cell_classes.png
Scale bar: 20 µm. Fill, decap, tap and diode cells in grey.
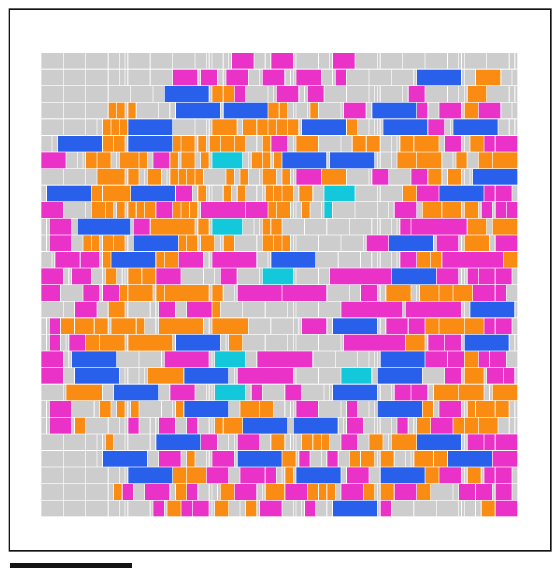
metal_stack.png
Scale bar: 20 µm. Two of the layers only.
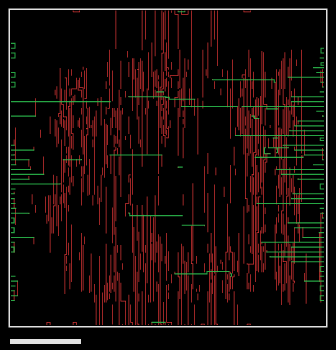
density.png
9 x 9 tiles, from black (low) to pale yellow (high), 0 to 100% covered.
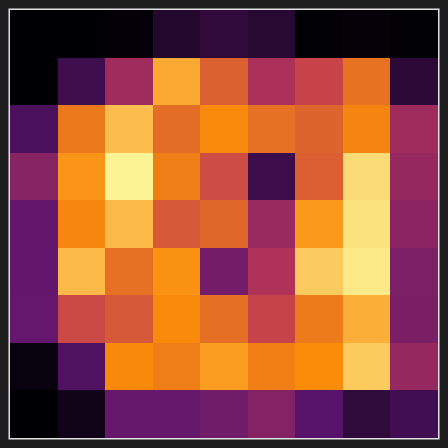
registers.png
Scale bar: 20 µm. Other sequential cells in the stronger grey, the rest of the logic in the fainter grey.
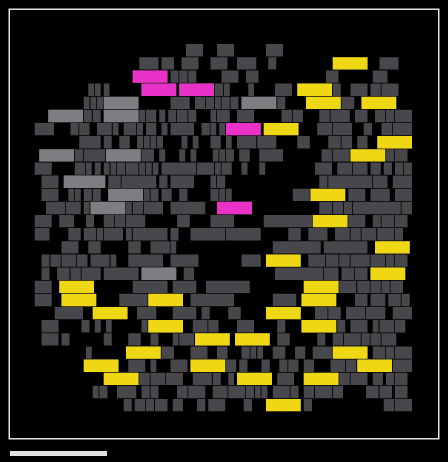
==> config.mk <==
export PLATFORM = sky130hd
export DESIGN_NAME = ram_port_arbiter_flat
export DESIGN_NICKNAME = d
export VERILOG_FILES = /design/src/rtl/ram_port_arbiter_pkg.sv /design/src/rtl/ram_port_arbiter_if.sv /design/src/rtl/ram_port_arbiter_rr.sv /design/src/rtl/ram_port_arbiter.sv /design/src/flat_wrapper.sv
export SDC_FILE = /design/constraint.sdc
export NUM_CORES = 1
export LEC_CHECK = 0
export ABC_AREA = 1
export ABC_CLOCK_PERIOD_IN_PS = 1600
export CAP_MARGIN = 10
export CORE_MARGIN = 5
export CORE_UTILIZATION = 35
export CTS_CLUSTER_SIZE = 20
export DETAILED_ROUTE_END_ITERATION = 6
export GPL_ROUTABILITY_DRIVEN = 1
export PLACE_DENSITY = 0.81
export SLEW_MARGIN = 25
export SYNTH_ARGS = -nofsm -noshare
export SYNTH_HDL_FRONTEND = slang
export SYNTH_SLANG_ARGS = --single-unit
==> constraint.sdc <==
create_clock -name clk -period 1.6 [get_ports clk]
set_input_delay 0.32 -clock clk [delete_from_list [all_inputs] [get_ports clk]]
set_output_delay 0.32 -clock clk [all_outputs]
set_load 0.01 [all_outputs]
==> src/rtl/ram_port_arbiter_pkg.sv <==
// Shared types for the RAM port arbiter: sequencer states, requester identities
// and the address-width helper used by the interface and the top.
package ram_arb_pkg;

   typedef enum logic {CLEAR = 1'b0, RUN = 1'b1} arb_state_t;

   // Values double as bit positions in the arbiter req/grant vectors.
   typedef enum logic {WRITE = 1'b0, READ = 1'b1} requester_t;

   function automatic int addr_bits(input int words);
      return (words > 1) ? $clog2(words) : 1;
   endfunction

endpackage

==> src/rtl/ram_port_arbiter_if.sv <==
// Requester handshakes plus the RAM-side port, bundled for the arbiter.
interface ram_port_arbiter_if
   import ram_arb_pkg::*;
#(
   parameter int NUM_DATA_BITS = 32,
   parameter int NUM_RAM_WORDS = 19
) ();

   localparam int ADDR_BITS = addr_bits(NUM_RAM_WORDS);

   logic                     wr_valid_in;
   logic                     wr_ready_out;
   logic [ADDR_BITS-1:0]     wr_address_in;
   logic [NUM_DATA_BITS-1:0] wr_data_in;
   logic                     rd_valid_in;
   logic                     rd_ready_out;
   logic [ADDR_BITS-1:0]     rd_address_in;
   logic                     rd_valid_out;
   logic [NUM_DATA_BITS-1:0] rd_data_out;
   logic                     ram_write_enable_out;
   logic [ADDR_BITS-1:0]     ram_address_out;
   logic [NUM_DATA_BITS-1:0] ram_data_out;
   logic [NUM_DATA_BITS-1:0] ram_data_in;
   logic                     init_done_out;
   logic                     addr_error_out;

   modport master (
      output wr_valid_in, wr_address_in, wr_data_in,
      output rd_valid_in, rd_address_in, ram_data_in,
      input  wr_ready_out, rd_ready_out, rd_valid_out, rd_data_out,
      input  ram_write_enable_out, ram_address_out, ram_data_out,
      input  init_done_out, addr_error_out
   );

   modport slave (
      input  wr_valid_in, wr_address_in, wr_data_in,
      input  rd_valid_in, rd_address_in, ram_data_in,
      output wr_ready_out, rd_ready_out, rd_valid_out, rd_data_out,
      output ram_write_enable_out, ram_address_out, ram_data_out,
      output init_done_out, addr_error_out
   );

endinterface

==> src/rtl/ram_port_arbiter_rr.sv <==
// Two-way round-robin arbiter: on contention the registered priority wins,
// and after any grant priority passes to the requester that was not served.
module rr_arbiter_2
   import ram_arb_pkg::*;
(
   input  logic       clk,
   input  logic       reset,
   input  logic [1:0] req,
   output logic [1:0] grant
);

   requester_t prio;

   always_comb begin
      grant = req;
      if (req == 2'b11) begin
         grant = (prio == READ) ? 2'b10 : 2'b01;
      end
   end

   always_ff @(posedge clk) begin
      if (!reset) begin
         prio <= READ;
      end else if (grant[1]) begin
         prio <= WRITE;
      end else if (grant[0]) begin
         prio <= READ;
      end
   end

endmodule

==> src/rtl/ram_port_arbiter.sv <==
// Owns the single RAM port: optional post-reset zero sweep, then round-robin
// sharing between the loader (write) and the read path.
module ram_port_arbiter
   import ram_arb_pkg::*;
#(
   parameter int NUM_DATA_BITS  = 32,
   parameter int NUM_RAM_WORDS  = 19,
   parameter bit CLEAR_ON_RESET = 1'b1
) (
   input logic             clk,
   input logic             reset,
   ram_port_arbiter_if.slave bus
);

   localparam int ADDR_BITS = addr_bits(NUM_RAM_WORDS);
   localparam logic [ADDR_BITS:0]   WORD_LIMIT = (ADDR_BITS + 1)'(NUM_RAM_WORDS);
   localparam logic [ADDR_BITS-1:0] LAST_ADDR  = ADDR_BITS'(NUM_RAM_WORDS - 1);

   arb_state_t               state;
   logic [ADDR_BITS-1:0]     clear_addr;
   logic [ADDR_BITS-1:0]     last_addr;
   logic [NUM_DATA_BITS-1:0] last_data;
   logic                     run;
   logic [1:0]               req;
   logic [1:0]               grant;
   logic                     wr_grant;
   logic                     rd_grant;
   logic                     wr_oor;
   logic                     rd_oor;

   // Gating requests with reset keeps both readies low while reset is held.
   assign run = reset && (state == RUN);
   assign req = {bus.rd_valid_in & run, bus.wr_valid_in & run};

   rr_arbiter_2 u_rr (
      .clk   (clk),
      .reset (reset),
      .req   (req),
      .grant (grant)
   );

   assign wr_grant = grant[1'(WRITE)];
   assign rd_grant = grant[1'(READ)];
   assign wr_oor   = {1'b0, bus.wr_address_in} >= WORD_LIMIT;
   assign rd_oor   = {1'b0, bus.rd_address_in} >= WORD_LIMIT;

   assign bus.wr_ready_out = wr_grant;
   assign bus.rd_ready_out = rd_grant;
   assign bus.rd_data_out  = bus.ram_data_in;

   always_comb begin
      bus.ram_write_enable_out = 1'b0;
      bus.ram_address_out      = last_addr;
      bus.ram_data_out         = last_data;
      if (reset && (state == CLEAR)) begin
         bus.ram_write_enable_out = 1'b1;
         bus.ram_address_out      = clear_addr;
         bus.ram_data_out         = '0;
      end else if (wr_grant) begin
         bus.ram_write_enable_out = !wr_oor;
         bus.ram_address_out      = bus.wr_address_in;
         bus.ram_data_out         = bus.wr_data_in;
      end else if (rd_grant) begin
         bus.ram_address_out      = bus.rd_address_in;
      end
   end

   // Idle cycles replay the last driven address/data instead of following inputs.
   always_ff @(posedge clk) begin
      last_addr <= bus.ram_address_out;
      last_data <= bus.ram_data_out;
   end

   always_ff @(posedge clk) begin
      if (!reset) begin
         state              <= CLEAR_ON_RESET ? CLEAR : RUN;
         clear_addr         <= '0;
         bus.rd_valid_out   <= 1'b0;
         bus.init_done_out  <= 1'b0;
         bus.addr_error_out <= 1'b0;
      end else begin
         bus.rd_valid_out <= rd_grant;
         if (state == CLEAR) begin
            clear_addr <= clear_addr + 1'b1;
            if (clear_addr == LAST_ADDR) begin
               state             <= RUN;
               bus.init_done_out <= 1'b1;
            end
         end else begin
            bus.init_done_out <= 1'b1;
            if ((wr_grant && wr_oor) || (rd_grant && rd_oor)) begin
               bus.addr_error_out <= 1'b1;
            end
         end
      end
   end

endmodule

==> src/flat_wrapper.sv <==
// flat-port wrapper written by rule: the top's interface ports become plain ports
module ram_port_arbiter_flat import ram_arb_pkg::*;
#(
   parameter int NUM_DATA_BITS  = 32,
   parameter int NUM_RAM_WORDS  = 19,
   parameter bit CLEAR_ON_RESET = 1'b1
)
  (clk, reset, bus_wr_valid_in, bus_wr_address_in, bus_wr_data_in, bus_rd_valid_in, bus_rd_address_in, bus_ram_data_in, bus_wr_ready_out, bus_rd_ready_out, bus_rd_valid_out, bus_rd_data_out, bus_ram_write_enable_out, bus_ram_address_out, bus_ram_data_out, bus_init_done_out, bus_addr_error_out);
  ram_port_arbiter_if #(.NUM_DATA_BITS(NUM_DATA_BITS), .NUM_RAM_WORDS(NUM_RAM_WORDS)) bus_i ();
  input logic clk;
  input logic reset;
  input wire logic [$bits(bus_i.wr_valid_in)-1:0] bus_wr_valid_in;
  input wire logic [$bits(bus_i.wr_address_in)-1:0] bus_wr_address_in;
  input wire logic [$bits(bus_i.wr_data_in)-1:0] bus_wr_data_in;
  input wire logic [$bits(bus_i.rd_valid_in)-1:0] bus_rd_valid_in;
  input wire logic [$bits(bus_i.rd_address_in)-1:0] bus_rd_address_in;
  input wire logic [$bits(bus_i.ram_data_in)-1:0] bus_ram_data_in;
  output wire logic [$bits(bus_i.wr_ready_out)-1:0] bus_wr_ready_out;
  output wire logic [$bits(bus_i.rd_ready_out)-1:0] bus_rd_ready_out;
  output wire logic [$bits(bus_i.rd_valid_out)-1:0] bus_rd_valid_out;
  output wire logic [$bits(bus_i.rd_data_out)-1:0] bus_rd_data_out;
  output wire logic [$bits(bus_i.ram_write_enable_out)-1:0] bus_ram_write_enable_out;
  output wire logic [$bits(bus_i.ram_address_out)-1:0] bus_ram_address_out;
  output wire logic [$bits(bus_i.ram_data_out)-1:0] bus_ram_data_out;
  output wire logic [$bits(bus_i.init_done_out)-1:0] bus_init_done_out;
  output wire logic [$bits(bus_i.addr_error_out)-1:0] bus_addr_error_out;
  assign bus_i.wr_valid_in = bus_wr_valid_in;
  assign bus_i.wr_address_in = bus_wr_address_in;
  assign bus_i.wr_data_in = bus_wr_data_in;
  assign bus_i.rd_valid_in = bus_rd_valid_in;
  assign bus_i.rd_address_in = bus_rd_address_in;
  assign bus_i.ram_data_in = bus_ram_data_in;
  assign bus_wr_ready_out = bus_i.wr_ready_out;
  assign bus_rd_ready_out = bus_i.rd_ready_out;
  assign bus_rd_valid_out = bus_i.rd_valid_out;
  assign bus_rd_data_out = bus_i.rd_data_out;
  assign bus_ram_write_enable_out = bus_i.ram_write_enable_out;
  assign bus_ram_address_out = bus_i.ram_address_out;
  assign bus_ram_data_out = bus_i.ram_data_out;
  assign bus_init_done_out = bus_i.init_done_out;
  assign bus_addr_error_out = bus_i.addr_error_out;
  ram_port_arbiter #(.NUM_DATA_BITS(NUM_DATA_BITS), .NUM_RAM_WORDS(NUM_RAM_WORDS), .CLEAR_ON_RESET(CLEAR_ON_RESET)) u_core (.clk(clk), .reset(reset), .bus(bus_i));
endmodule
==> qor.txt <==
asr flop ratio synth: 0%
CTS Buf Count: 5
Routed WL: 7590 µm
final clock skew: 6.78 ps
Slew Limit Fails: 0
failing checks: negative setup slack
Main synth FF type: dfxtp_1
final hold vios: 0
HP Class: register to register
# setup viols final: 40
status: finished with violations
Worst Hold Path EP: u_core.last_data[1]$_DFF_P_
DIE WIDTH: 88.6 µm
post-route ant nets: 0
Post-Syn Area: 2160 µm²
Max-slew headroom: 77.0%
Setup Crit Path Kind: register to primary output
hold depth: 2
chip area: 7850 µm²
Synth Instances: 290
Antenna diodes: 0
Leakage Power: 1.80 nW
I/O Buffers: 88
Worst VDD drop: 371 µV
Crit Path Max Fanout: 6
Final WS setup: -280 ps
CTS root buf: clkbuf_8
fraction of post-synthesis cell area in the top cell type by area: 43.5%
largest net degree at the start of global routing: 20
Notes on cell_classes.png above:
Key: blue = flip-flops [cells 47]; magenta = other buffers and delay cells [cells 149]; orange = all other logic [cells 200]; cyan = clock drivers and dummy loads [cells 8]
Row Count: 28
Placeable Area: 5960 µm²
final core utilization: 64.4%
flop share of the area: 24.6%
Final Instance Area: 3840 µm²

Notes on metal_stack.png above:
Key: red = met2 [wire length 3820 µm]; green = met3 [wire length 598 µm]

Notes on density.png above:
The densest ninth of the die: middle right. 9.9% of the tiles are nearly empty. 19% of the tiles are over 75% full.

Notes on registers.png above:
Key: magenta = u_core.last_addr [placed flops 5, where top centre]; yellow = u_core.last_data [placed flops 32, where widely spread]
FF/Latch Area: 945 µm²
Seq group: 1.19 mW

per-stage QoR:
stage	hold WS, ps	total power, mW	std cells	instance area [µm²]
finish	487	2.30	479	3840
global route	503	2.41	479	3840
CTS	488	2.28	462	3420
detailed placement	478	1.46	426	2990
global placement	468	1.46	426	2990
floorplan	420	1.38	290	2160
cells in the final DEF, fill, tap and decap left out, types with 2 or more instances in the layout:
cell	count
buf_12	5
buf_16	4
o21ai_1	12
ha_1	2
clkbuf_16	4
o21ai_2	18
dlygate4sd2_1	3
clkdlybuf4s50_1	45
nor2_4	14
nand2_2	8
clkbuf_8	7
nand2_1	24
inv_1	20
inv_4	2
a31oi_1	2
nor2_2	38
a21oi_1	2
buf_2	32
o21ai_0	4
nor2_1	18
dfxtp_1	46
nand2_4	3
buf_4	43
o21ai_4	2
nand2_8	3
buf_6	13
nand3_1	19
area by class of cell:
class	instances	area, µm²	share of cell area, %
well taps	75	93.8	2.45
flip-flops and latches	47	945	24.6
clock buffers	8	100	2.61
inverters	24	108	2.80
multi-input cells	176	1170	30.6
repair buffers	149	1420	36.9
metal layers:
metal  up-vias  GRT usage, %  share of wire [%]
met5         -             0                  0
met4         0          6.46                2.0
met3        22          4.66                7.9
met2        86          31.9                 50
met1      1059          21.2                 40
li1       1110             -                  -
critical path, stage by stage (launching register included):
cell       delay [ps]
dfxtp_4           370
nand2_4            70
nor2_8            120
nand2_8           100
clkinv_8          100
clkbuf_16         160
nor2_2             40
nor2_1            140
buf_2             160
sequential cells by signal, summed over array words and instances, names as in the netlist:
signal,cells
u_core.bus.addr_error_out,1
u_core.bus.init_done_out,1
u_core.bus.rd_valid_out,1
u_core.clear_addr,5
u_core.last_addr,5
u_core.last_data,32
u_core.state,1
u_core.u_rr.prio,1
Power figures rest on the tool's default switching activity, not on a simulated workload.
